run_1/m1.png
Scale bar: 20 µm. Supply wires on this layer in grey.
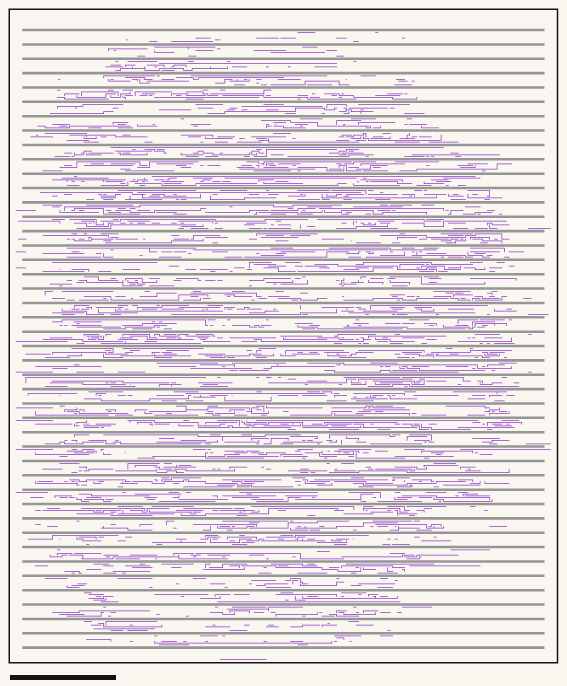
run_1/m2.png
Cells faint in the background.
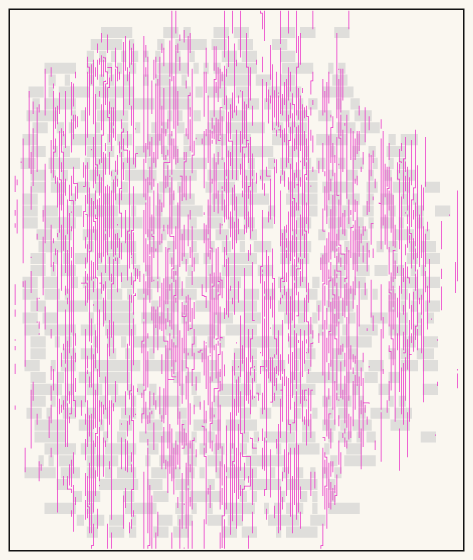
run_1/m3.png
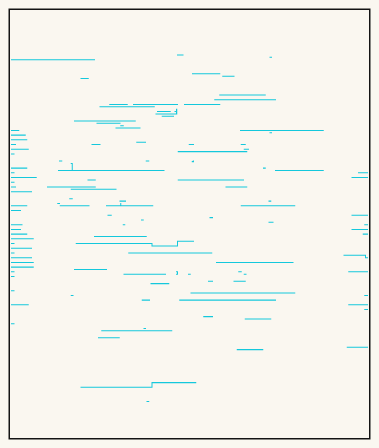
===== config.mk =====
export PLATFORM = sky130hd
export DESIGN_NAME = muldiv_seq
export DESIGN_NICKNAME = d
export VERILOG_FILES = /design/src/rtl/muldiv_seq.sv
export SDC_FILE = /design/constraint.sdc
export NUM_CORES = 1
export LEC_CHECK = 0
export CELL_PAD_IN_SITES_DETAIL_PLACEMENT = 1
export CELL_PAD_IN_SITES_GLOBAL_PLACEMENT = 1
export CORE_ASPECT_RATIO = 1.2
export CORE_MARGIN = 2
export CORE_UTILIZATION = 41
export CTS_CLUSTER_SIZE = 12
export DETAILED_ROUTE_END_ITERATION = 8
export PLACE_DENSITY = 0.81
export SYNTH_ARGS = -nofsm -noshare
export SYNTH_HDL_FRONTEND = slang
export SYNTH_SLANG_ARGS = --single-unit
export TNS_END_PERCENT = 1

===== constraint.sdc =====
create_clock -name clk -period 5.34 [get_ports clk]
set_input_delay 1.068 -clock clk [delete_from_list [all_inputs] [get_ports clk]]
set_output_delay 1.068 -clock clk [all_outputs]
set_load 0.005 [all_outputs]

===== src/rtl/muldiv_seq.sv =====
// Sequential unsigned multiplier / restoring divider sharing one adder.
// Multiply: shift-add over WIDTH cycles. Divide: restoring, WIDTH cycles.
// Divide by zero bypasses iteration and reports through dz.
module muldiv_seq #(
  parameter int unsigned WIDTH = 16
) (
  input  logic             clk,
  input  logic             rst,
  input  logic             start,
  input  logic             op,
  input  logic [WIDTH-1:0] a,
  input  logic [WIDTH-1:0] b,
  output logic             busy,
  output logic             done,
  output logic [WIDTH-1:0] hi,
  output logic [WIDTH-1:0] lo,
  output logic             dz
);

  localparam int unsigned CW = 5;
  localparam int unsigned AW = 2 * WIDTH;

  typedef enum logic {
    S_IDLE = 1'b0,
    S_RUN  = 1'b1
  } state_t;

  state_t           r_state;
  logic [CW-1:0]    r_cnt;
  logic             r_op;
  logic [WIDTH-1:0] r_a;
  logic [WIDTH-1:0] r_b;
  logic [AW-1:0]    r_acc;
  logic             r_busy;
  logic             r_done;
  logic             r_dz;

  logic [WIDTH-1:0] w_rem_sh;
  logic [WIDTH-1:0] w_add_a;
  logic [WIDTH-1:0] w_add_b;
  logic [WIDTH:0]   w_sum;
  logic [WIDTH:0]   w_mul_hi;
  logic             w_no_borrow;
  logic [AW-1:0]    w_mul_next;
  logic [AW-1:0]    w_div_next;

  // Shared adder: divide subtracts the divisor from the shifted remainder,
  // multiply adds the multiplicand to the upper half.
  always_comb begin
    w_rem_sh    = r_acc[AW-2:WIDTH-1];
    w_add_a     = r_op ? w_rem_sh : r_acc[AW-1:WIDTH];
    w_add_b     = r_op ? ~r_b : r_a;
    w_sum       = {1'b0, w_add_a} + {1'b0, w_add_b} + {{WIDTH{1'b0}}, r_op};
    // Bit shifted out of the remainder means it already exceeds any divisor.
    w_no_borrow = r_acc[AW-1] | w_sum[WIDTH];
    w_mul_hi    = r_acc[0] ? w_sum : {1'b0, r_acc[AW-1:WIDTH]};
    w_mul_next  = {w_mul_hi, r_acc[WIDTH-1:1]};
    w_div_next  = w_no_borrow ? {w_sum[WIDTH-1:0], r_acc[WIDTH-2:0], 1'b1}
                              : {w_rem_sh,         r_acc[WIDTH-2:0], 1'b0};
  end

  // Control FSM, operand latches and accumulator.
  always_ff @(posedge clk) begin
    if (rst) begin
      r_state <= S_IDLE;
      r_cnt   <= '0;
      r_op    <= 1'b0;
      r_a     <= '0;
      r_b     <= '0;
      r_acc   <= '0;
      r_busy  <= 1'b0;
      r_done  <= 1'b0;
      r_dz    <= 1'b0;
    end else begin
      r_done <= 1'b0;
      case (r_state)
        S_IDLE: begin
          if (start) begin
            if (op && (b == '0)) begin
              r_done <= 1'b1;
              r_dz   <= 1'b1;
              r_acc  <= {a, {WIDTH{1'b1}}};
            end else begin
              r_a     <= a;
              r_b     <= b;
              r_op    <= op;
              r_cnt   <= '0;
              r_dz    <= 1'b0;
              r_busy  <= 1'b1;
              r_acc   <= op ? {{WIDTH{1'b0}}, a} : {{WIDTH{1'b0}}, b};
              r_state <= S_RUN;
            end
          end
        end
        S_RUN: begin
          r_acc <= r_op ? w_div_next : w_mul_next;
          r_cnt <= r_cnt + CW'(1);
          if (r_cnt == CW'(WIDTH - 1)) begin
            r_state <= S_IDLE;
            r_busy  <= 1'b0;
            r_done  <= 1'b1;
          end
        end
        default: r_state <= S_IDLE;
      endcase
    end
  end

  assign busy = r_busy;
  assign done = r_done;
  assign dz   = r_dz;
  assign hi   = r_acc[AW-1:WIDTH];
  assign lo   = r_acc[WIDTH-1:0];

endmodule


==> impl_report.txt, run 1 <==
==== FLOW RESULTS ====
----------------------------------------------------
[Power]
  Final Power ........................ around 1.6 mW
  Clock-net power ........................ roughly 0.65 mW
  Clock network power share ........................ between 40% and 50%
  Share of total power consumed by net switching ........................ about 28%
  Leakage power of the design ........................ approximately 2.2 nW
  Comb power ........................ just over 0.3 mW
  Internal ........................ around 1.1 mW
  Share of power burned in registers ........................ about two fifths
  Sequential power ........................ a little over 0.6 mW
  Combinational fraction of design power ........................ 19.3%
  Power per unit of standard cell area ........................ 262 nW/µm²
  Largest power group ........................ the clock network
  IR drop worst, VDD ........................ approximately 0.17 mV
  Switching power of the nets ........................ 0.445 mW

[Clock tree]
  Clock tree sinks ........................ between 70 and 80
  Source-to-sink clock delay at the later pin of the worst-skew pair ........................ between 0.3 and 0.4 ns
  Total CTS buffers ........................ 9
  Clock-pin slew of the registers on the worst-case setup and hold paths ........................ 0.06 ns
  CTS tree ........................ done
  Post_cts resized ........................ 0
  Root Driver ........................ sky130_fd_sc_hd__clkbuf_16
  Worst-case clock buffer depth ........................ 2
  Post-CTS setup buffer count ........................ 0
  Number of buffers added to fix hold violations after cts ........................ 0

[GRT]
  All-Layer GR Usage ........................ 27.2%
  Total grt overflow ........................ 0
  Number of antenna violations at the first check in global routing ........................ 0
  Met3 Usage GRT ........................ ~3.2%
  Number of global-route vias before repair ........................ 5207
  Met1 track demand over resource in global routing ........................ about a third
  Largest net degree at the start of global routing ........................ 77
  Met2 routing resource usage after global routing ........................ a little under half
  Peak-usage layer in the global routing report ........................ met2

[Route]
  Routed wirelength normalized by instance count ........................ 20.7 µm
  DR WL met2 ........................ 8260 µm
  First DRT Iteration DRCs ........................ 255
  Vias post-DR ........................ between 4000 and 5000
  DRT met1 WL ........................ between 7000 and 8000 µm
  Iteration tally of the first detailed-router pass ........................ 5
  DRC violation count after routing ........................ 0
  Met3 WL post-DR ........................ about 760 µm
  Top routing layer in use ........................ met4
  Via density per instance ........................ 6.07
  Number of antenna-violating nets in the routed design ........................ 0

[Floorplan]
  Floorplan Utilization ........................ ~42%
  Horiz. Die Dim ........................ just over 100 µm
  Site row count ........................ between 40 and 50
  Tap Count ........................ 157
  I/O pins ........................ about 71
  Die ar. ........................ between 10000 and 15000 µm²
  Area of the core ........................ between 10000 and 15000 µm²
  Height of the die ........................ approximately 120 µm

[Cells and area]
  Seq. cell area ........................ around 1500 µm²
  Nonclk inv count ........................ 10
  Seq Cell Count ........................ between 70 and 80
  Ant diodes ........................ 0
  Data-path buffer share of cell area in the final layout ........................ between 10 and 15%
  Post-layout nets ........................ between 700 and 800
  Biggest Area Class ........................ logic gates
  Fraction of layout instances using a drive strength above 1 ........................ 8.71%
  Non-Clock Buffer Count ........................ ~79
  Number of multi-input logic gates ........................ about 500
  Comb area share ........................ 53.3%
  Final standard cell count with taps included and fillers excluded ........................ approximately 820
  Post-synthesis to final-layout area growth ........................ 22.4%
  Area of the multi-input gates ........................ 3180 µm²
  Filler Cells Inserted ........................ between 1000 and 1500
  Area fraction of clock buffers and clock inverters ........................ under 10%
  Clock tree buffer count of the final layout ........................ 11
  Sequential share of cell area ........................ 24.8%

[Final timing]
  Peak clock frequency supported by timing ........................ approximately 250 MHz
  Hold Violations, Final ........................ 0
  Worst relative slew slack ........................ approximately a quarter
  Worst hold margin ........................ approximately 0.46 ns
  Period utilization ........................ roughly 75%
  Sum of negative setup slack ........................ 0 ns
  Post-route worst setup slack ........................ ~1.4 ns
  Minimum period implied by the final worst setup slack ........................ 3.99 ns
  Clock skew ........................ 0.00888 ns
  Number of failing setup endpoints in the final timing report ........................ 0
  Transition time of the tightest slew-check pin ........................ 1.10 ns
  RSZ-0062 raised after global routing ........................ false
  Number of max-slew violations in the final report ........................ 0

[Placed design]
  HPWL after detailed placement ........................ ~12000 µm
  Global placer's final weighted congestion ........................ between 0.8 and 0.9
  Post-place instance area ........................ 5660 µm²
  Worst Setup Slack post-DPL ........................ approximately 1.4 ns
  Dpl cells ........................ roughly 810
  Port-buffer cells ........................ roughly 70

[Worst setup path]
  Critical path depth in cells ........................ 12
  Category of the most critical setup path ........................ reg2reg
  Ordered list of cells on the worst path ........................ buf_4 > mux2i_1 > fa_1 > inv_1 > fa_1 > a211oi_1 > o21a_1 > a21o_1 > a31o_4 > nand2_2 > a311oi_1 > o32ai_1
  Critical Path Sink Type ........................ flop
  Slowest library cell on the worst path ........................ sky130_fd_sc_hd__dfxtp_2
  Worst reg-to-reg setup slack ........................ between 1 and 1.5 ns
  Destination of the critical timing path ........................ r_acc[23]
  Most frequent cell on the critical path ........................ sky130_fd_sc_hd__fa_1
  Reg-to-reg endpoint ........................ r_acc[23]
  Startpoint class of the critical path ........................ flop
  Delay contributed by the slowest stage of the critical path ........................ 0.66 ns
  Start point of the critical path ........................ r_op
  Family with the most delay on the worst path ........................ AND-OR/OR-AND gates
  Arrival time reported for the critical path endpoint ........................ 4.17 ns
  Critical path buffers and inverters ........................ 2
  Reg2reg path depth ........................ 12
  Crit path required time ........................ approximately 5.5 ns

[Run]
  Number of violations of the max-capacitance limit ........................ 0
  OpenROAD warning count ........................ 26

[Synthesis]
  YS chip area ........................ around 5000 µm²
  Synth Area per Inst ........................ a little under 8 µm²
  MUX share of area ........................ 11.8%
  Register bit count reported by yosys ........................ 74
  Synth Net Count ........................ approximately 670
  Post-synthesis share of cell area spent on full adders, half adders and majority gates ........................ under 10%
  Cell count after synthesis ........................ between 600 and 700
  Fraction of registers with async set/reset ........................ 0%
  Synth Warn # ........................ 0
  Register area share after synthesis ........................ between 30% and 40%
  Simple-gate portion of the synthesized area ........................ between 10% and 20%
  And-or/or-and share of the synthesized area ........................ approximately 28%
  Dominant combinational cell family by area after synthesis ........................ AND-OR/OR-AND gates
  Synth unique cells ........................ approximately 70
  Post-synth tally of flip-flops with integrated enable ........................ 0
  Xor/xnor share ........................ around 2.0%
  Post-synthesis instance area ........................ slightly below 5000 µm²

[Min path]
  Hold path cells ........................ 2
  Tightest Hold Check Type ........................ reg2reg

[Run status]
  Outcome ........................ completed

----------------------------------------------------
About m1.png:
- main direction: horizontal
- wire length on this layer: 7420 µm
- nets with wire on the layer: 670
- longest straight run: 63.0 µm
- share of all routed wire: 44%

About m2.png:
- wire length on this layer: 8260 µm
- nets with wire on the layer: 649

About m3.png:
- longest straight run: 30.4 µm
- share of all routed wire: 4.5%
- main direction: horizontal
- nets with wire on the layer: 84

==> run 1: placed cells by master (no fill, tap or decap), types with 6 or more instances in the layout <==
master | Yosys | final
sky130_fd_sc_hd__nor2_1 | 39 | 37
sky130_fd_sc_hd__buf_4 | 3 | 9
sky130_fd_sc_hd__mux2_2 | 12 | 12
sky130_fd_sc_hd__ha_1 | 17 | 17
sky130_fd_sc_hd__nor3_1 | 10 | 10
sky130_fd_sc_hd__clkdlybuf4s50_1 | 0 | 69
sky130_fd_sc_hd__xnor2_1 | 7 | 7
sky130_fd_sc_hd__inv_1 | 9 | 9
sky130_fd_sc_hd__nand2_1 | 104 | 104
sky130_fd_sc_hd__dfxtp_1 | 74 | 73
sky130_fd_sc_hd__a21o_1 | 6 | 6
sky130_fd_sc_hd__nor2b_1 | 11 | 11
sky130_fd_sc_hd__clkbuf_16 | 0 | 9
sky130_fd_sc_hd__o21ai_0 | 31 | 31
sky130_fd_sc_hd__mux2i_1 | 44 | 44
sky130_fd_sc_hd__a22oi_1 | 16 | 16
sky130_fd_sc_hd__a211oi_1 | 8 | 8
sky130_fd_sc_hd__a221oi_1 | 14 | 14
sky130_fd_sc_hd__nand2b_1 | 6 | 6
sky130_fd_sc_hd__a21oi_1 | 71 | 71
==> run 1: Yosys cell counts (4+ instances only) <==
library cell               count  area, µm²
sky130_fd_sc_hd__nand2_1     104        390
sky130_fd_sc_hd__dfxtp_1      74       1480
sky130_fd_sc_hd__a21oi_1      71        355
sky130_fd_sc_hd__mux2i_1      44        440
sky130_fd_sc_hd__nor2_1       39        146
sky130_fd_sc_hd__o21ai_0      31        155
sky130_fd_sc_hd__clkbuf_1     30        113
sky130_fd_sc_hd__ha_1         17        213
sky130_fd_sc_hd__a22oi_1      16        120
sky130_fd_sc_hd__a221oi_1     14        123
sky130_fd_sc_hd__mux2_2       12        135
sky130_fd_sc_hd__nor2b_1      11       68.8
sky130_fd_sc_hd__nor3_1       10       50.1
sky130_fd_sc_hd__inv_1         9       33.8
sky130_fd_sc_hd__a211oi_1      8       60.1
sky130_fd_sc_hd__xnor2_1       7       61.3
sky130_fd_sc_hd__a21o_1        6       45.0
sky130_fd_sc_hd__nand2b_1      6       37.5
sky130_fd_sc_hd__buf_2         5       25.0
sky130_fd_sc_hd__o211ai_1      5       37.5
sky130_fd_sc_hd__o21a_1        5       37.5
sky130_fd_sc_hd__o21ai_1       5       25.0
sky130_fd_sc_hd__o22a_1        5       43.8
sky130_fd_sc_hd__a31oi_1       4       25.0
sky130_fd_sc_hd__o221ai_1      4       35.0
sky130_fd_sc_hd__or2_2         4       25.0
sky130_fd_sc_hd__xor2_1        4       35.0
==> run 1: sequential cells by signal (all words and copies together) (netlist names) <==
name,count
done,1
r_cnt,5
busy,1
r_state,1
r_op,1
r_acc,32
dz,1
r_a,16
r_b,16
==> run 1: worst min path at each step <==
stage	startpoint	end	slack, ns
after floorplan	r_b[10]	r_b[10]	0.43
after global placement	r_b[4]	r_b[4]	0.44
after detailed placement	r_b[14]	r_b[14]	0.45
after CTS	r_b[3]	r_b[3]	0.46
after global routing	r_b[3]	r_b[3]	0.48
final	r_b[3]	r_b[3]	0.46
run_1/m4.png
Scale bar: 20 µm. Supply wires on this layer in grey.
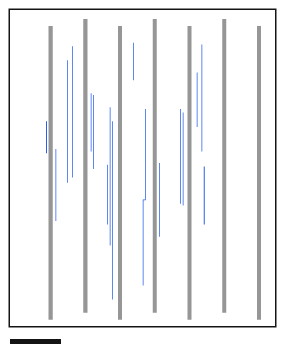

==> run 1 -> run 2 <==
==> constraint.sdc (replaced) <==
create_clock -name clk -period 3.9 [get_ports clk]
set_input_delay 0.78 -clock clk [delete_from_list [all_inputs] [get_ports clk]]
set_output_delay 0.78 -clock clk [all_outputs]
set_load 0.005 [all_outputs]
run_2/m4.png
Scale bar: 20 µm. Supply wires on this layer in grey.
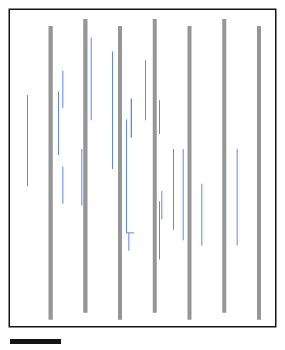
- main direction: vertical
- wire length on this layer: 454 µm
- longest straight run: 45.6 µm
- nets with wire on the layer: 16
- share of all routed wire: 2.6%
vias post-DR: 5027
total wire length: 17300 µm

run_2/m1.png
Scale bar: 20 µm. Supply wires on this layer in grey.
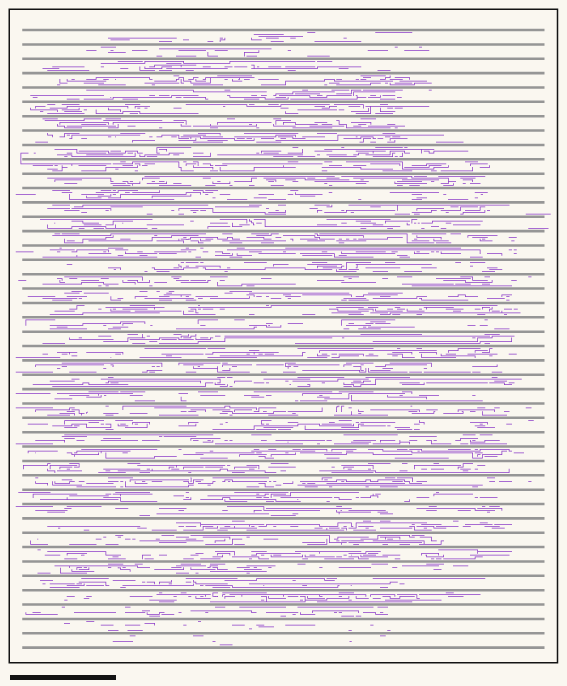
met1 track demand over resource in global routing: 32.6%

==> run 2 against run 1 <==
Net effect: sequential power up 37%; flip-flop count unchanged; hold slack improved by 0.00075 ns; non-clock buffer count rose by 5; critical path depth unchanged; final area up 0.63%; sequential share of layout area fell by 0.16 points; combinational power rose by 39%; clock power up 26%; register-to-register slack lost 0.89 ns; worst setup slack got worse by 0.89 ns; critical path type unchanged; largest cell class unchanged.
==> impl_report.txt, run 2 <==
==== FLOW RESULTS ====
----------------------------------------------------
[Run status]
  Outcome ........................ completed

[Power]
  Switching power of the nets ........................ 0.604 mW
  Combinational fraction of design power ........................ 20.2%
  Share of total power consumed by net switching ........................ 29.1%
  Clock network power share ........................ between 30% and 40%
  Leakage power of the design ........................ roughly 2.2 nW
  Power per unit of standard cell area ........................ 345 nW/µm²
  Internal ........................ 1.47 mW
  IR drop worst, VDD ........................ ~0.24 mV
  Share of power burned in registers ........................ approximately two fifths

[Final timing]
  RSZ-0062 raised after global routing ........................ false
  Post-route worst setup slack ........................ 0.461 ns
  Transition time of the tightest slew-check pin ........................ 1.09 ns
  Minimum period implied by the final worst setup slack ........................ between 3 and 4 ns
  Worst relative slew slack ........................ about 27%
  Peak clock frequency supported by timing ........................ a little under 300 MHz
  Number of max-slew violations in the final report ........................ 0
  Period utilization ........................ 88.2%
  Clock skew ........................ 0.00715 ns
  Number of failing setup endpoints in the final timing report ........................ 0
  Sum of negative setup slack ........................ 0 ns
  Hold Violations, Final ........................ 0

[Clock tree]
  Total CTS buffers ........................ 9
  Clock tree sinks ........................ roughly 74
  Worst-case clock buffer depth ........................ 2
  CTS tree ........................ done
  Post-CTS setup buffer count ........................ 0
  Number of H-tree branching levels ........................ 3
  Root Driver ........................ sky130_fd_sc_hd__clkbuf_16
  Post_cts resized ........................ 0
  Clock-pin slew of the registers on the worst-case setup and hold paths ........................ 0.06 ns
  Number of buffers added to fix hold violations after cts ........................ 0
  Source-to-sink clock delay at the later pin of the worst-skew pair ........................ roughly 0.33 ns

[Synthesis]
  Register bit count reported by yosys ........................ between 70 and 80
  Register area share after synthesis ........................ between 30% and 40%
  Number of cells in the yosys synthesis report ........................ between 600 and 700
  Area share of the largest cell type after synthesis ........................ between 30% and 40%
  Post-synth tally of flip-flops with integrated enable ........................ 0
  Most instantiated flip-flop cell in the synthesis netlist ........................ sky130_fd_sc_hd__dfxtp_1
  Cell count after synthesis ........................ a little over 600
  Most frequent cells after synthesis ........................ sky130_fd_sc_hd__nand2_1, sky130_fd_sc_hd__dfxtp_1, sky130_fd_sc_hd__a21oi_1
  Synth Warn # ........................ 0
  Top cell type by total area after synthesis ........................ sky130_fd_sc_hd__dfxtp_1
  Post-synthesis instance area ........................ approximately 4900 µm²
  Dominant cell by count in the synthesized netlist ........................ sky130_fd_sc_hd__nand2_1
  Synth unique cells ........................ between 60 and 70
  Synth Net Count ........................ roughly 670
  YS chip area ........................ between 4000 and 5000 µm²
  Fraction of registers with async set/reset ........................ 0%
  Synth Area per Inst ........................ approximately 8.0 µm²
  Top area cells in the synthesized netlist ........................ sky130_fd_sc_hd__dfxtp_1, sky130_fd_sc_hd__mux2i_1, sky130_fd_sc_hd__nand2_1, sky130_fd_sc_hd__a21oi_1, sky130_fd_sc_hd__ha_1

[Worst setup path]
  Reg2Reg Launch Point ........................ r_op
  Critical Path Sink Type ........................ flop
  Category of the most critical setup path ........................ reg2reg
  Slowest library cell on the worst path ........................ sky130_fd_sc_hd__fa_1
  Reg2reg path depth ........................ 12
  Destination of the critical timing path ........................ r_acc[31]
  Crit path required time ........................ slightly above 4 ns
  Arrival time reported for the critical path endpoint ........................ approximately 3.7 ns
  Ordered list of cells on the worst path ........................ buf_4 > mux2i_1 > fa_1 > inv_1 > fa_1 > a211oi_1 > o21a_1 > a21o_1 > a31o_4 > nand2_2 > and3_1 > a221oi_2
  Delay contributed by the slowest stage of the critical path ........................ approximately 0.42 ns
  Start point of the critical path ........................ r_op
  Crit Path Max Fanout ........................ 13
  Startpoint class of the critical path ........................ flop
  Worst reg-to-reg setup slack ........................ between 0.4 and 0.5 ns
  Most frequent cell on the critical path ........................ sky130_fd_sc_hd__fa_1
  Reg-to-reg endpoint ........................ r_acc[31]

[Cells and area]
  Fraction of layout instances using a drive strength above 1 ........................ a little under a tenth
  Most frequent standard cell in the layout excluding fill and tap cells ........................ sky130_fd_sc_hd__nand2_1
  Filler Cells Inserted ........................ between 1000 and 1500
  Post-layout nets ........................ 721
  Top logic cells by instance count in the layout ........................ sky130_fd_sc_hd__nand2_1, sky130_fd_sc_hd__dfxtp_1, sky130_fd_sc_hd__a21oi_1
  Largest register by flop count ........................ r_acc
  Largest regs ........................ r_acc (32), r_a (16), r_b (16)
  Post-synthesis to final-layout area growth ........................ 23.2%
  Max reg flops ........................ 32
  Ant diodes ........................ 0

[Placed design]
  Worst Setup Slack post-DPL ........................ about 0.54 ns
  Port-buffer cells ........................ 70
  HPWL after detailed placement ........................ 12800 µm
  Global placer's final weighted congestion ........................ about 0.85

[Floorplan]
  Height of the die ........................ roughly 120 µm
  Site row count ........................ roughly 43
  Floorplan Utilization ........................ between 40% and 50%
  Horiz. Die Dim ........................ 104 µm
  Area of the core ........................ between 10000 and 15000 µm²
  Die ar. ........................ 12800 µm²
  I/O pins ........................ 71

[Route]
  Iteration tally of the first detailed-router pass ........................ 5
  First DRT Iteration DRCs ........................ roughly 230
  Routed wirelength normalized by instance count ........................ roughly 21 µm
  Number of antenna-violating nets in the routed design ........................ 0
  DRC violation count after routing ........................ 0
  Via density per instance ........................ approximately 6.1

[GRT]
  All-Layer GR Usage ........................ between 20% and 30%
  Largest net degree at the start of global routing ........................ 67
  Total grt overflow ........................ 0
  Number of antenna violations at the first check in global routing ........................ 0
  Number of global-route vias before repair ........................ between 5000 and 6000
  Wire length of the first global-routing pass ........................ about 27000 µm

[Run]
  OpenROAD warning count ........................ 26
  Number of violations of the max-capacitance limit ........................ 0

[Min path]
  Tightest Hold Check Type ........................ reg2reg

----------------------------------------------------
## run 2: power by group through the flow
stage	Clock [mW]	Sequential (mW)	Combinational [mW]
detailed placement	0	0.854	0.414
global placement	0	0.852	0.400
floorplan	0	0.839	0.244
finish	0.816	0.839	0.419
CTS	0.823	0.838	0.419
global route	0.859	0.843	0.457
## run 2: stage by stage
stage	hold slack, ns	power [mW]	cells	cell area (µm²)	util (%)
6_report	0.457	2.07	828	6010	52.0
5_1_grt	0.480	2.16	828	6010	52.0
4_1_cts	0.454	2.08	828	6010	52.0
3_5_place_dp	0.447	1.27	812	5720	49.5
3_3_place_gp	0.441	1.25	812	5720	49.5
2_1_floorplan	0.433	1.08	613	4880	-
## run 2: cell families after synthesis
group / synth area share (%)
AND-OR/OR-AND: 27.9
AND/OR/NAND/NOR: 18.2
flip-flops: 30.4
multiplexers: 11.8
buffers and inverters: 4.51
adder cells (fa/ha/maj): 5.18
XOR/XNOR: 1.98
## run 2: routing by layer
| metal | up-vias | GRT usage (%) | part of all wire (%) |
|---|---|---|---|
| li1 | 2346 | - | - |
| met1 | 2494 | 32.6 | 41 |
| met2 | 148 | 50.9 | 52 |
| met3 | 39 | 3.43 | 4.3 |
| met4 | 0 | 9.38 | 2.6 |
| met5 | - | 0 | 0 |
## run 2: worst min path at each step
stage	slack, ns	start	depth (start not counted)	end
2_1_floorplan	0.43	r_b[10]	2	r_b[10]
3_3_place_gp	0.44	r_b[2]	2	r_b[2]
3_5_place_dp	0.45	r_b[1]	2	r_b[1]
4_1_cts	0.45	r_b[4]	2	r_b[4]
5_1_grt	0.48	r_b[4]	2	r_b[4]
6_report	0.46	r_b[4]	2	r_b[4]
## run 2: area by class of cell
type                       instances  area, µm²  area share [%]
tap                              157        196            3.27
clock buffer                      10        229            3.81
clock inverter                     6       57.6           0.958
inverter                          10       37.5           0.625
multi-input combinational        487       3180            52.9
timing repair buffer              84        826            13.7
sequential                        74       1480            24.7
## run 2: worst max-delay path, delay by kind of cell, from the launching register on
kind / cells / cell delay, ns
and+or+nand+nor: 2 / 0.57
AOI/OAI and AO/OA: 5 / 1.26
adders and majority gates: 2 / 0.64
buffers and inverters: 2 / 0.26
muxes: 1 / 0.25
DFF: 1 / 0.35
run_2/m2.png
Cells faint in the background.
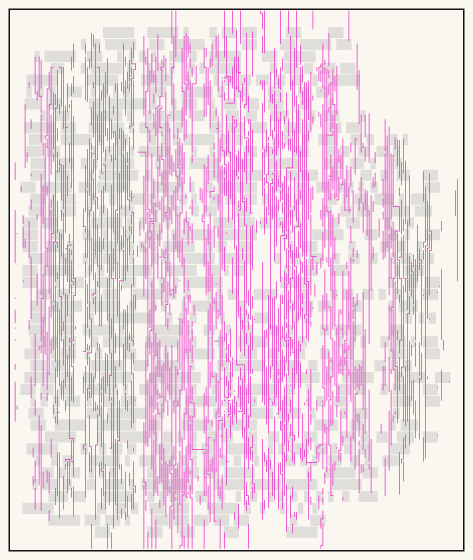

==> run 2 -> run 3 <==
--- a/config.mk
+++ b/config.mk
@@ -13,6 +13,7 @@
 export CTS_CLUSTER_SIZE = 12
 export DETAILED_ROUTE_END_ITERATION = 8
 export PLACE_DENSITY = 0.81
+export RECOVER_POWER = 100
 export SYNTH_ARGS = -nofsm -noshare
 export SYNTH_HDL_FRONTEND = slang
 export SYNTH_SLANG_ARGS = --single-unit
run_3/m2.png
Cells faint in the background.
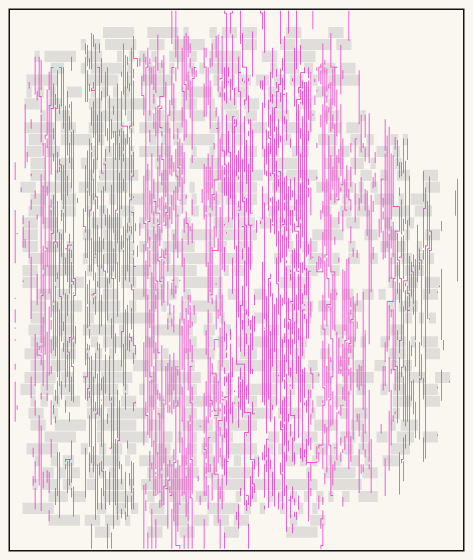
- wire length on this layer: 9000 µm
- main direction: vertical
- share of all routed wire: 52%
- nets with wire on the layer: 658
- longest straight run: 57.2 µm

run_3/m4.png
Scale bar: 20 µm. Supply wires on this layer in grey.
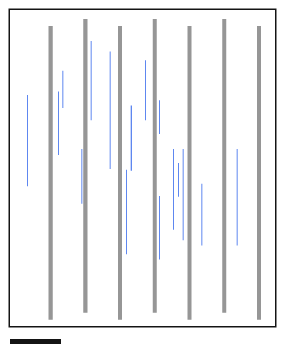
total wire length: 17300 µm
vias post-DR: 5035

==> run 3 against run 2 <==
Net effect: first-iteration DRC count decreased by 8.6%; via count up 0.16%; sequential share of layout area rose by 0.18 points; critical path depth unchanged; synthesized cell count unchanged; register-to-register slack worse by 0.16 ns; area after synthesis unchanged; non-clock buffer count did not move; fmax shrank 4.3%; global-route usage is the same; wire length is essentially flat; cell count did not move; largest power group unchanged.
==> impl_report.txt, run 3 <==
==== FLOW RESULTS ====
----------------------------------------------------
[Clock tree]
  Source-to-sink clock delay at the later pin of the worst-skew pair ........................ 0.33 ns
  Number of buffers added to fix hold violations after cts ........................ 0
  Root Driver ........................ sky130_fd_sc_hd__clkbuf_16
  Clock tree sinks ........................ approximately 74
  Clock-pin slew of the registers on the worst-case setup and hold paths ........................ around 0.06 ns
  Total CTS buffers ........................ 9
  Post_cts resized ........................ 0
  Number of H-tree branching levels ........................ 3
  Post-CTS setup buffer count ........................ 0
  Worst-case clock buffer depth ........................ 2
  CTS tree ........................ done

[Route]
  DRC violation count after routing ........................ 0
  Number of antenna-violating nets in the routed design ........................ 0
  Routed wirelength normalized by instance count ........................ about 21 µm
  Iteration tally of the first detailed-router pass ........................ 4
  First DRT Iteration DRCs ........................ between 200 and 250
  Via density per instance ........................ between 6 and 7

[Synthesis]
  Top area cells in the synthesized netlist ........................ sky130_fd_sc_hd__dfxtp_1, sky130_fd_sc_hd__mux2i_1, sky130_fd_sc_hd__nand2_1, sky130_fd_sc_hd__a21oi_1, sky130_fd_sc_hd__ha_1
  Top cell type by total area after synthesis ........................ sky130_fd_sc_hd__dfxtp_1
  Synth Warn # ........................ 0
  Post-synthesis instance area ........................ 4880 µm²
  Synth Area per Inst ........................ a little under 8 µm²
  Post-synth tally of flip-flops with integrated enable ........................ 0
  Number of cells in the yosys synthesis report ........................ 613
  YS chip area ........................ 4880 µm²
  Synth unique cells ........................ between 60 and 70
  Register bit count reported by yosys ........................ 74
  Register area share after synthesis ........................ between 30 and 40%
  Cell count after synthesis ........................ 613
  Dominant cell by count in the synthesized netlist ........................ sky130_fd_sc_hd__nand2_1
  Most instantiated flip-flop cell in the synthesis netlist ........................ sky130_fd_sc_hd__dfxtp_1
  Most frequent cells after synthesis ........................ sky130_fd_sc_hd__nand2_1, sky130_fd_sc_hd__dfxtp_1, sky130_fd_sc_hd__a21oi_1
  Area share of the largest cell type after synthesis ........................ a little under a third
  Fraction of registers with async set/reset ........................ 0%
  Synth Net Count ........................ ~670

[Final timing]
  Hold Violations, Final ........................ 0
  Peak clock frequency supported by timing ........................ about 280 MHz
  Transition time of the tightest slew-check pin ........................ between 1 and 1.5 ns
  Minimum period implied by the final worst setup slack ........................ ~3.6 ns
  Number of failing setup endpoints in the final timing report ........................ 0
  Sum of negative setup slack ........................ 0 ns
  RSZ-0062 raised after global routing ........................ false
  Number of max-slew violations in the final report ........................ 0
  Clock skew ........................ a little over 0.007 ns
  Worst relative slew slack ........................ 26.8%
  Period utilization ........................ ~92%

[Power]
  IR drop worst, VDD ........................ 0.239 mV
  Leakage power of the design ........................ between 2 and 2.5 nW
  Power per unit of standard cell area ........................ around 350 nW/µm²
  Final Power ........................ 2.07 mW

[GRT]
  Largest net degree at the start of global routing ........................ between 60 and 70
  All-Layer GR Usage ........................ ~27%
  Total grt overflow ........................ 0
  Number of antenna violations at the first check in global routing ........................ 0
  Wire length of the first global-routing pass ........................ about 27000 µm
  Number of global-route vias before repair ........................ 5153

[Run status]
  Outcome ........................ completed

[Cells and area]
  Most frequent standard cell in the layout excluding fill and tap cells ........................ sky130_fd_sc_hd__nand2_1
  Fraction of layout instances using a drive strength above 1 ........................ 8.20%
  Filler Cells Inserted ........................ ~1400
  Final standard cell count with taps included and fillers excluded ........................ roughly 830
  Seq. cell area ........................ about 1500 µm²
  Share of the core filled with cells in the final layout ........................ 51.5%
  Post-synthesis to final-layout area growth ........................ 22.2%
  Area of the multi-input gates ........................ around 3100 µm²
  Ant diodes ........................ 0
  Largest register by flop count ........................ r_acc
  Max reg flops ........................ 32
  Top logic cells by instance count in the layout ........................ sky130_fd_sc_hd__nand2_1, sky130_fd_sc_hd__dfxtp_1, sky130_fd_sc_hd__a21oi_1
  Post-layout nets ........................ approximately 720
  Largest regs ........................ r_acc (32), r_a (16), r_b (16)

[Floorplan]
  Height of the die ........................ approximately 120 µm
  Floorplan Utilization ........................ between 40% and 50%
  I/O pins ........................ 71
  Area of the core ........................ 11600 µm²
  Site row count ........................ 43
  Horiz. Die Dim ........................ ~100 µm
  Die ar. ........................ ~13000 µm²

[Worst setup path]
  Critical Path Sink Type ........................ flop
  Category of the most critical setup path ........................ reg2reg
  Ordered list of cells on the worst path ........................ buf_4 > mux2i_1 > fa_1 > inv_1 > fa_1 > a211oi_1 > o21a_1 > a21o_1 > a31o_1 > nand2_2 > and3_1 > a221oi_1
  Delay contributed by the slowest stage of the critical path ........................ ~0.42 ns
  Most frequent cell on the critical path ........................ sky130_fd_sc_hd__fa_1
  Slowest library cell on the worst path ........................ sky130_fd_sc_hd__fa_1
  Crit path required time ........................ 4.12 ns
  Startpoint class of the critical path ........................ flop
  Family with the most delay on the worst path ........................ AND-OR/OR-AND gates
  Crit Path Max Fanout ........................ 13
  Arrival time reported for the critical path endpoint ........................ about 3.8 ns
  Critical path buffers and inverters ........................ 2

[Placed design]
  HPWL after detailed placement ........................ 12800 µm
  Port-buffer cells ........................ 70
  Global placer's final weighted congestion ........................ 0.854
  Dpl cells ........................ 812

[Run]
  Number of violations of the max-capacitance limit ........................ 0
  OpenROAD warning count ........................ 26

[Min path]
  Tightest Hold Check Type ........................ reg2reg

----------------------------------------------------
-- run 3: netlist changes by cell type in the layout (fill, tap and decap cells not counted), moves of 2 or more --
cell                              before  now
sky130_fd_sc_hd__clkdlybuf4s50_1      69   34
sky130_fd_sc_hd__dlygate4sd3_1         0   35
sky130_fd_sc_hd__o21ai_1               5    3
sky130_fd_sc_hd__o21ai_0              31   33
-- run 3: kinds of logic (layout without fill, tap and decap cells) --
group	Yosys count	after routing	synth area share [%]
mux	56	56	11.8
xor+xnor	11	11	1.98
simple gates	197	197	18.2
flops	74	74	30.4
compound gates	204	204	27.9
fa+ha+maj	19	19	5.18
buf+inv	52	110	4.51
-- run 3: where the power goes --
group	leakage, nW	internal [mW]	switching, mW	total [mW]
clock	0.142	0.491	0.327	0.818
sequential	0.606	0.797	0.0407	0.838
combinational	1.54	0.174	0.237	0.411
total	2.29	1.46	0.605	2.07
-- run 3: metrics by stage --
stage               cell area, µm²  hold slack, ns  setup slack (ns)
global route                  5960           0.480             0.165
CTS                           6010           0.454             0.484
global placement              5720           0.441             0.666
floorplan                     4880           0.433             0.197
finish                        5960           0.455             0.305
detailed placement            5720           0.447             0.538
-- run 3: cell type report --
type | count | area share [%]
well taps | 157 | 3.30
clock inverters | 6 | 0.966
multi-input cells | 487 | 52.6
repair buffers | 84 | 13.8
clock buffers | 10 | 3.84
inverters | 10 | 0.630
flip-flops and latches | 74 | 24.9
-- run 3: worst register-to-register path: cells and delay by family (launching register included) --
kind	cells	cell delay, ns
buffers and inverters	2	0.29
adder cells (fa/ha/maj)	2	0.64
multiplexers	1	0.25
AND-OR/OR-AND	5	1.33
flip-flops	1	0.38
AND/OR/NAND/NOR	2	0.60
-- run 3: worst paths after layout --
kind / from / end / slack, ns / cells past startpoint
max: r_op / r_acc[31] / 0.30 / 12
min reg2reg: r_b[4] / r_b[4] / 0.46 / 2
min: r_b[4] / r_b[4] / 0.46 / 2
max reg2reg: r_op / r_acc[31] / 0.30 / 12
-- run 3: metal layers --
| metal | global-route usage [%] | vias up | wire length (µm) |
|---|---|---|---|
| met5 | 0 | - | 0 |
| met4 | 9.38 | 0 | 430 |
| met3 | 3.43 | 36 | 665 |
| met2 | 50.9 | 158 | 9000 |
| met1 | 32.6 | 2498 | 7240 |
| li1 | - | 2343 | - |
Power and IR drop assume default switching activity.
